Run 1, clock nets:
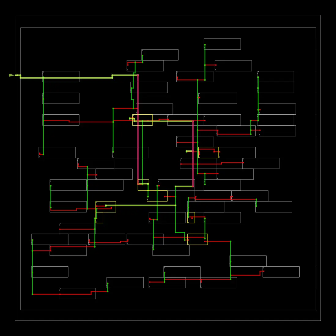
Run 1, placement by cell class:
Scale: 4 px per um.
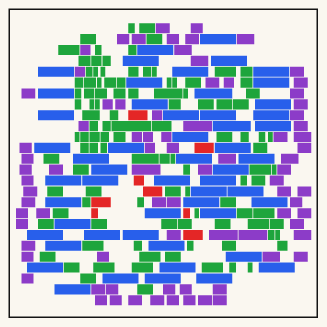
Run 1, clock distribution:
Scale: 6 px per um.
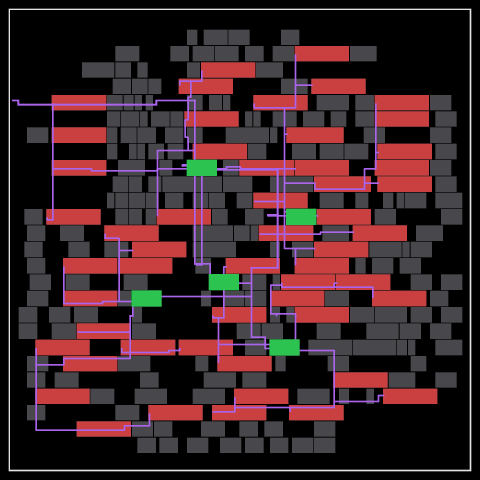
$ cat src/rtl/alu_commit_pkg.sv
// Shared defines for the ALU commit path: register width, status bit positions,
// destination and FSM encodings, timeout counter width, status merge helper.
package alu_commit_pkg;

  localparam int REG_WIDTH = 8;
  localparam int TMO_W     = 4;

  localparam int ST_C = 0;
  localparam int ST_Z = 1;
  localparam int ST_I = 2;
  localparam int ST_D = 3;
  localparam int ST_B = 4;
  localparam int ST_U = 5;
  localparam int ST_V = 6;
  localparam int ST_N = 7;

  typedef enum logic [2:0] {
    DEST_A    = 3'd0,
    DEST_X    = 3'd1,
    DEST_Y    = 3'd2,
    DEST_SP   = 3'd3,
    DEST_MEM  = 3'd4,
    DEST_NONE = 3'd5
  } dest_t;

  typedef enum logic [2:0] {
    ST_IDLE   = 3'd0,
    ST_ARM    = 3'd1,
    ST_WAIT   = 3'd2,
    ST_COMMIT = 3'd3,
    ST_ABORT  = 3'd4
  } state_t;

  // Z and N always reflect the data itself; B and bit 5 are never touched by an ALU op.
  function automatic logic [REG_WIDTH-1:0] merge_status(
    input logic [REG_WIDTH-1:0] alu_st,
    input logic [REG_WIDTH-1:0] cur,
    input logic [REG_WIDTH-1:0] mask,
    input logic [REG_WIDTH-1:0] dout
  );
    logic [REG_WIDTH-1:0] r;
    r = (alu_st & mask) | (cur & ~mask);
    if (mask[ST_Z]) r[ST_Z] = (dout == '0);
    if (mask[ST_N]) r[ST_N] = dout[REG_WIDTH-1];
    r[ST_B] = cur[ST_B];
    r[ST_U] = cur[ST_U];
    return r;
  endfunction

endpackage

$ cat src/rtl/alu_commit_wait.sv
// Cycle counter bounding the ARM/WAIT window of alu_commit.
// Latency: expired is combinational from the count; count updates each enabled edge.
// Backpressure: none; saturates at TIMEOUT-1 until cleared.
module alu_wait_timer
  import alu_commit_pkg::*;
#(
  parameter int TIMEOUT = 4
) (
  input  logic phi1,
  input  logic reset,
  input  logic clear,
  input  logic enable,
  output logic expired
);

  logic [TMO_W-1:0] count;

  assign expired = (count == TMO_W'(TIMEOUT - 1));

  always_ff @(posedge phi1 or posedge reset) begin
    if (reset) begin
      count <= '0;
    end else if (clear) begin
      count <= '0;
    end else if (enable && !expired) begin
      count <= count + 1'b1;
    end
  end

endmodule

$ cat src/rtl/alu_commit.sv
// Commits one ALU result per start: register/memory write plus merged status.
// Latency: start at edge N, wout low at N+1, high at N+2 -> write strobes after edge N+3.
// Backpressure: start is ignored while busy; no queueing, timeout aborts a stalled ALU.
module alu_commit
  import alu_commit_pkg::*;
#(
  parameter int TIMEOUT = 4
) (
  input  logic                 phi1,
  input  logic                 reset,
  input  logic                 start,
  input  logic [2:0]           dest,
  input  logic [REG_WIDTH-1:0] flag_mask,
  input  logic [REG_WIDTH-1:0] alu_dout,
  input  logic [REG_WIDTH-1:0] alu_status,
  input  logic                 alu_wout,
  input  logic [REG_WIDTH-1:0] status_cur,
  output logic [3:0]           reg_we,
  output logic [REG_WIDTH-1:0] reg_dout,
  output logic                 mem_we,
  output logic [REG_WIDTH-1:0] mem_dout,
  output logic                 status_we,
  output logic [REG_WIDTH-1:0] status_dout,
  output logic                 busy,
  output logic                 done,
  output logic                 timeout_err
);

  state_t               state;
  logic [2:0]           dest_q;
  logic [REG_WIDTH-1:0] mask_q;
  logic [REG_WIDTH-1:0] dout_q;
  logic [REG_WIDTH-1:0] stat_q;
  logic                 tmr_clear;
  logic                 tmr_enable;
  logic                 expired;

  assign tmr_clear  = (state == ST_IDLE);
  assign tmr_enable = (state == ST_ARM) || (state == ST_WAIT);

  alu_wait_timer #(.TIMEOUT(TIMEOUT)) u_timer (
    .phi1    (phi1),
    .reset   (reset),
    .clear   (tmr_clear),
    .enable  (tmr_enable),
    .expired (expired)
  );

  always_ff @(posedge phi1 or posedge reset) begin
    if (reset) begin
      state       <= ST_IDLE;
      dest_q      <= DEST_NONE;
      mask_q      <= '0;
      dout_q      <= '0;
      stat_q      <= '0;
      reg_we      <= '0;
      reg_dout    <= '0;
      mem_we      <= 1'b0;
      mem_dout    <= '0;
      status_we   <= 1'b0;
      status_dout <= '0;
      busy        <= 1'b0;
      done        <= 1'b0;
      timeout_err <= 1'b0;
    end else begin
      reg_we    <= '0;
      mem_we    <= 1'b0;
      status_we <= 1'b0;
      done      <= 1'b0;
      case (state)
        ST_IDLE: begin
          if (start) begin
            dest_q      <= dest;
            mask_q      <= flag_mask;
            busy        <= 1'b1;
            timeout_err <= 1'b0;
            state       <= ST_ARM;
          end
        end
        // A result still held valid from the previous op must drop before we trust wout.
        ST_ARM: begin
          if (expired)        state <= ST_ABORT;
          else if (!alu_wout) state <= ST_WAIT;
        end
        ST_WAIT: begin
          if (alu_wout) begin
            dout_q <= alu_dout;
            stat_q <= alu_status;
            state  <= ST_COMMIT;
          end else if (expired) begin
            state <= ST_ABORT;
          end
        end
        ST_COMMIT: begin
          done        <= 1'b1;
          status_we   <= 1'b1;
          reg_dout    <= dout_q;
          mem_dout    <= dout_q;
          status_dout <= merge_status(stat_q, status_cur, mask_q, dout_q);
          case (dest_q)
            DEST_A:   reg_we <= 4'b0001;
            DEST_X:   reg_we <= 4'b0010;
            DEST_Y:   reg_we <= 4'b0100;
            DEST_SP:  reg_we <= 4'b1000;
            DEST_MEM: mem_we <= 1'b1;
            default:  ;
          endcase
          busy  <= 1'b0;
          state <= ST_IDLE;
        end
        ST_ABORT: begin
          done        <= 1'b1;
          timeout_err <= 1'b1;
          busy        <= 1'b0;
          state       <= ST_IDLE;
        end
        default: begin
          busy  <= 1'b0;
          state <= ST_IDLE;
        end
      endcase
    end
  end

endmodule
$ cat config.mk
export PLATFORM = sky130hd
export DESIGN_NAME = alu_commit
export DESIGN_NICKNAME = d
export VERILOG_FILES = /design/src/rtl/alu_commit_pkg.sv /design/src/rtl/alu_commit_wait.sv /design/src/rtl/alu_commit.sv
export SDC_FILE = /design/constraint.sdc
export NUM_CORES = 1
export LEC_CHECK = 0
export CAP_MARGIN = 20
export CORE_UTILIZATION = 42
export CTS_CLUSTER_SIZE = 30
export DETAILED_ROUTE_END_ITERATION = 7
export PLACE_DENSITY = 0.79
export SLEW_MARGIN = 20
export SYNTH_ARGS = -nofsm -noshare
export SYNTH_HDL_FRONTEND = slang
export SYNTH_SLANG_ARGS = --single-unit
export TNS_END_PERCENT = 1
$ cat constraint.sdc
create_clock -name phi1 -period 1.5 [get_ports phi1]
set_input_delay 0.225 -clock phi1 [delete_from_list [all_inputs] [get_ports phi1]]
set_output_delay 0.225 -clock phi1 [all_outputs]
set_load 0.02 [all_outputs]
==> run notes, run 1 <==
Flow results follow.

The number of nets in the synthesized netlist is 215. In this run the most used layer during global routing was met2. According to the timing report, the critical path is launched from state[0]$_DFFE_PP0P_.

After detailed placement, the design holds a cell count of 309. The most common logic cells in the final layout are dfrtp_1 (51), clkdlybuf4s50_1 (36), mux2_2 (22). The share of total power dissipated in combinational logic is 0.467. Broken down by cell family, the worst path's largest delay share belongs to simple AND/OR/NAND/NOR gates.

The register clock-pin slew on the reported worst setup and hold paths is 0.09 ns. For this design, the CTS-stage hold fixing added 0 buffers. The number of clock sinks is 53.

Looking at the cell usage after synthesis, the top flip-flop cell is dfrtp_1. The final reports fail on setup timing. The run finished, with violations left.

Per the post-route antenna check, the number of violating nets is 0. The capturing instance or port of the critical path is mask_q[3]$_DFFE_PP0P_. Recorded from the global router log, the overflow total was 0.

The wire length the detailed router placed on met1 is 2200 um. The wire-length estimate of the detail-placed layout is 3490 um. In the post-route analysis, the smallest setup slack over all paths is -0.00248 ns. The register bit count reported by yosys is 53. The buffering stage count on the worst path with inverters included is 0. Setup repair after global routing could not meet its margin everywhere. Counting pins that exceed their max-slew limit in the final report gives 0. The first TritonRoute pass finished after 4 iterations. Per the summary, power density relative to cell area is 1900 nW/um^2. The pin slew with the least headroom to its limit is 0.369 ns. Per the synthesis report, the AND-OR/OR-AND share of the synthesized area is 0.0701.

The share of the core area taken by cells at floorplan is 0.447. The cell at the root of the clock tree is clkbuf_8. Entering global routing, the biggest net connects 29 pins.

The fraction of cell area in multi-input combinational cells is reported as 0.281. The fill cell instance count of the final layout is 425. The script extracted a net switching power of 2.27 mW. The area fraction in full adders, half adders and majority gates is 0.00535.

Per the placement log, port buffering inserted 65 buffers. The final-report setup violation count is 1. The final-layout clock-cell area share is 0.0266.

The flow measured a signed area growth from synthesis to layout of 38.8%. The number of enable-type register cells in the synthesized netlist is 0. The critical path start-end classification is reg2reg. The count of cells in the finished layout, fillers not included, comes to 318. The synthesized instance count is 175.

In the final layout, the multi-input gates occupy 912 um^2. Sorting the Yosys area breakdown by cell type puts at the top dfrtp_1. The initial antenna violation count was 0. In this run the worst path has a maximum fanout of 9. Of the combinational cells, the family taking the most area is multiplexers. The non-clock inverter instance count of the final layout is 6.

The DRC violation count after routing is 0.
Notes on 'clock nets' above:
clock skew: 0.00341 ns
clock network power: 0.795 mW

Notes on 'placement by cell class' above:
Red marks clock drivers and dummy loads, cells 8. Green marks all other logic, cells 107. Purple marks other buffers and delay cells, cells 80. Blue marks flip-flops, cells 53.
core area: 5240 um^2
total non-filler cell area in the finished layout: 3250 um^2
Rows: 26
utilization after layout: 0.620
Seq area share: 0.409

Notes on 'clock distribution' above:
Red marks flip-flops, count 53. Purple marks clock wires, length 610 um. Green marks cells driving clock nets, count 5.
There are 6 routed clock nets. Position of the flops: widely spread.
worst-skew pair later-pin latency: 0.31 ns
Clock Power Share: 0.129

Run 1, port wiring:
Scale: 6 px per um.
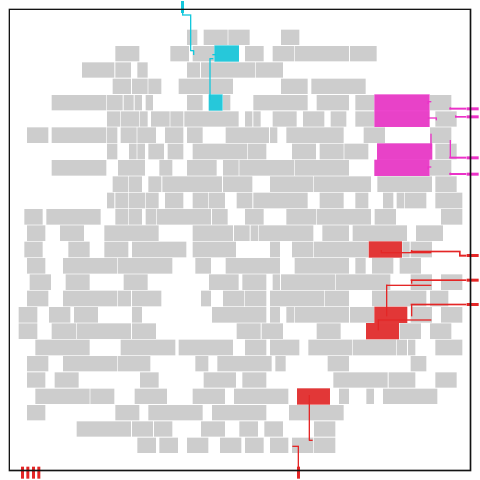

==> inputs of run 2 (changes only) <==
==> constraint.sdc (replaced) <==
create_clock -name phi1 -period 1.5 [get_ports phi1]
set_input_delay 0.3 -clock phi1 [delete_from_list [all_inputs] [get_ports phi1]]
set_output_delay 0.3 -clock phi1 [all_outputs]
set_load 0.02 [all_outputs]
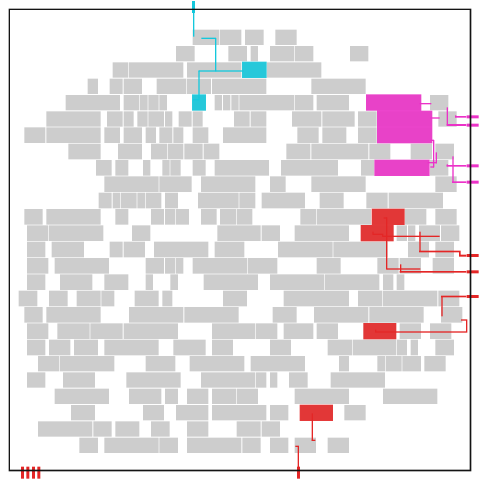
Run 2: port wiring
Scale: 6 px per um.
Magenta marks reg_we, bits 4, direction output, edge east, end cells 4, buffers 4, wire 28.8 um. Red marks alu_status, bits 8, direction input, edge 5 south, 3 east, end cells 4, buffers 4, wire 84.2 um. Cyan marks start, bits 1, direction input, edge north, end cells 2, buffers 1, wire 24.9 um.
number of ports placed on the die boundary: 72
number of port buffers: 65

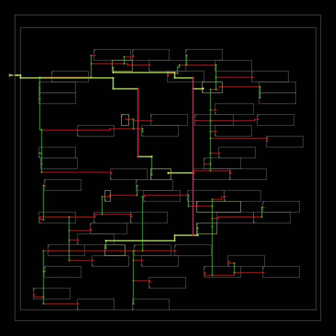
Run 2: clock nets
clock skew: 0.0114 ns
registers: 53
number of buffers created by CTS: 5
number of sinks handled by clock tree synthesis: 53

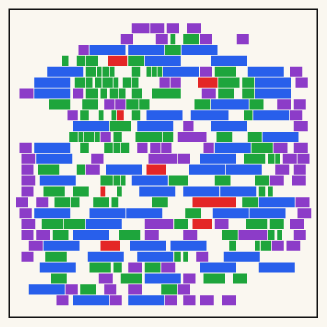
Run 2: placement by cell class
Scale: 4 px per um.
Red marks clock drivers and dummy loads, cells 8. Blue marks flip-flops, cells 53. Green marks all other logic, cells 107. Purple marks other buffers and delay cells, cells 82.
Seq area share: 0.410
utilization after layout: 0.619
total non-filler cell area in the finished layout: 3240 um^2

==> run 2 against run 1 <==
Against the previous run:
- the flow still finishes with violations (setup timing)
- register-to-register slack is essentially flat
- core utilization shrank 0.14 points
- global-route usage shrank 0.90 points
- largest power group unchanged
==> run notes, run 2 <==
Flow results follow.

The maximum number of pins on one net before global-route repair is 25. The clock network power is 0.955 mW. From the final report, the count of setup violators was given as 4. The fraction of power consumed by the clock network is 0.152. The area fraction in full adders, half adders and majority gates is 0.00535.

The initial antenna violation count is 0. The smallest setup slack after layout is -0.0110 ns. The report lists the number of standard-cell rows as 26. The checks that failed: setup timing. The biggest area consumer among synthesized cells is dfrtp_1.

Setup repair after global routing could not meet its margin everywhere. The pin slew with the least headroom to its limit is 0.372 ns. The run finished, with violations left. The floorplan core area is 5240 um^2.

The placed instance count is 311. Per the final report, the share of cell area in clock cells is 0.0332. The critical path is of the reg2reg type. The initial core utilization is 0.447. The floorplan net count is 215.

The top cell types in the final layout, fill and taps aside, are dfrtp_1 (51), dlygate4sd2_1 (33), clkdlybuf4s50_1 (31). The detailed router put a total of 2180 um of wire on met1. The max-slew violation count is 0.

The number of enable-type register cells in the synthesized netlist is 0. The combinational fraction of the cell area is 0.278. The detail route stage leaves a number of antenna-violating nets equal to 0. The startpoint of the worst setup timing path is state[0]$_DFFE_PP0P_. The sum of net half-perimeters after detailed placement is 3320 um. Max fanout on the critical path was recorded as 9. The buffering stage count on the worst path with inverters included is 0.

The area share of and-or/or-and cells after synthesis is 0.0701. The layout has 6 inverters outside the clock class. Per the detail_route report, DRC violations left total 0. The clock latency on the worst-skew pair is 0.31 ns. On the reported timing paths, the clock transition at the registers reads 0.09 ns. The dominant non-sequential cell family after synthesis is multiplexers. The register bit count reported by yosys is 53. The total power per unit cell area is 1940 nW/um^2. The post-CTS hold buffer count recorded in the log is 0. The capturing instance or port of the critical path is mask_q[6]$_DFFE_PP0P_. The fill cell instance count of the final layout is 435.
Run 2, clock distribution:
Scale: 6 px per um.
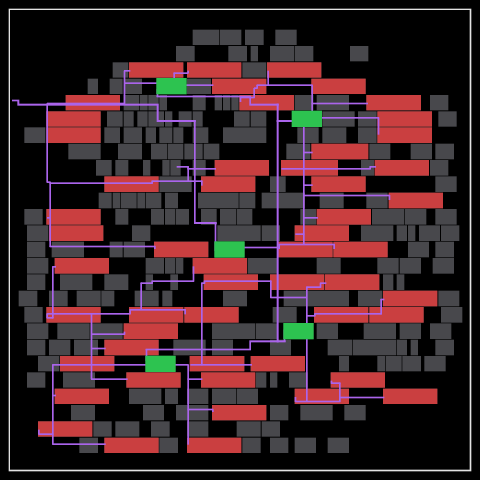

==> inputs of run 3 (changes only) <==
--- a/config.mk
+++ b/config.mk
@@ -6,6 +6,7 @@
 export NUM_CORES = 1
 export LEC_CHECK = 0
 export CAP_MARGIN = 20
+export CORE_MARGIN = 3
 export CORE_UTILIZATION = 42
 export CTS_CLUSTER_SIZE = 30
 export DETAILED_ROUTE_END_ITERATION = 7
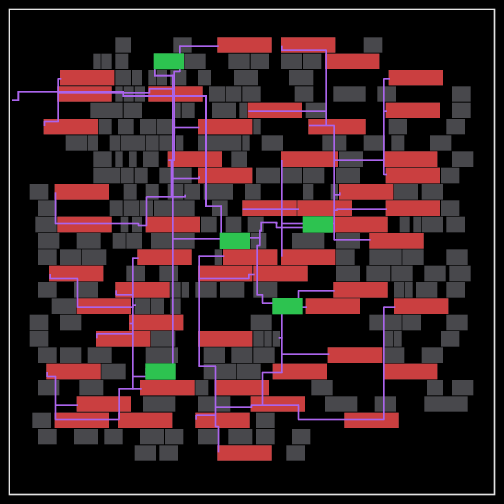
Run 3: clock distribution
Scale: 6 px per um.
Purple marks clock wires, length 635 um. Green marks cells driving clock nets, count 5. Red marks flip-flops, count 53.
Position of the flops: widely spread. There are 6 routed clock nets.
clock network power: 0.797 mW
Clock Power Share: 0.132
clock skew: 0.00922 ns

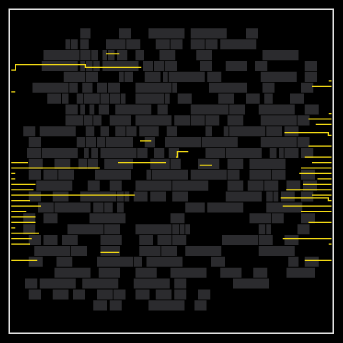
Run 3: signal wires on met3
Scale: 4 px per um.
The layer holds 6.8% of the routed length. The longest straight run is 30.6 um. The wires run mostly horizontal. The layer carries 322 um of wire.
overall via count from detail_route: 1576
global routing usage on met3: 0.0448
Total Routed Length: 4770 um

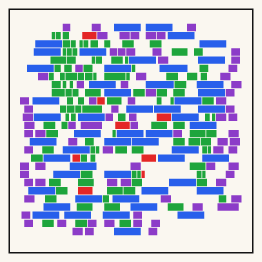
Run 3: placement by cell class
Scale: 3 px per um.
Red marks clock drivers and dummy loads, cells 8. Blue marks flip-flops, cells 53. Purple marks other buffers and delay cells, cells 80. Green marks all other logic, cells 108.
Seq area share: 0.418
total non-filler cell area in the finished layout: 3180 um^2
utilization after layout: 0.606

==> run 3 against run 2 <==
Against the previous run:
- the run still ends with setup timing left
- die area grew 11%
- non-clock buffer count shrank 2
- worst setup slack lost 0.027 ns
- fmax shrank 1.7%
- sequential share of layout area grew 0.84 points
- global-route usage shrank 1.1 points
- first-iteration DRC count grew 14%
- synthesized cell count is the same
- routed wire length grew 3.5%
==> run notes, run 3 <==
Flow results follow.

The cell family contributing the most delay on the critical path is simple AND/OR/NAND/NOR gates. The smallest setup slack after layout is -0.0379 ns. The area share of and-or/or-and cells after synthesis is 0.0701. Tracing the worst setup path back leads to its startpoint at start. Of the total standard cell area in the layout, the multi-input combinational portion is 0.283.

Endpoints with negative setup slack in the final report add up to 7. After floorplanning, the core was divided into 26 placement rows. The wire length the detailed router placed on met1 is 2210 um. The filler-free cell count of the finished design is 319. Setup repair after global routing could not meet its margin everywhere.

The number of clock sinks is 53. Sorting the Yosys area breakdown by cell type puts at the top dfrtp_1. The top-level port count is 72. The flow ran to the end, but the final reports show violations. Per the layout report, the design carries 6 non-clock inverters. In this run the worst setup path terminates at dest_q[1]$_DFFE_PP0P_.

The library cells used most frequently in the layout, excluding fill and tap cells, are dfrtp_1 (51), dlygate4sd2_1 (33), clkdlybuf4s50_1 (32). The detailed placer reported the number of placed instances as 308. The post-synth count of flops with an enable pin is 0. The clock latency on the worst-skew pair is 0.31 ns. The growth of design area from synthesis to finish is 35.7%. In the log, the iteration count for the first detailed-route pass is 4. The buffering stage count on the worst path with inverters included is 1. For this design the total switching power over the nets is 2.21 mW. The register clock-pin slew on the reported worst setup and hold paths is 0.10 ns.

The checks that failed: setup timing. The initial core utilization is 0.447. The leading register cell type out of synthesis is dfrtp_1. Per the post-synthesis report, the nets total 215.
No activity file was given, so power comes from the tool's default toggle rates.
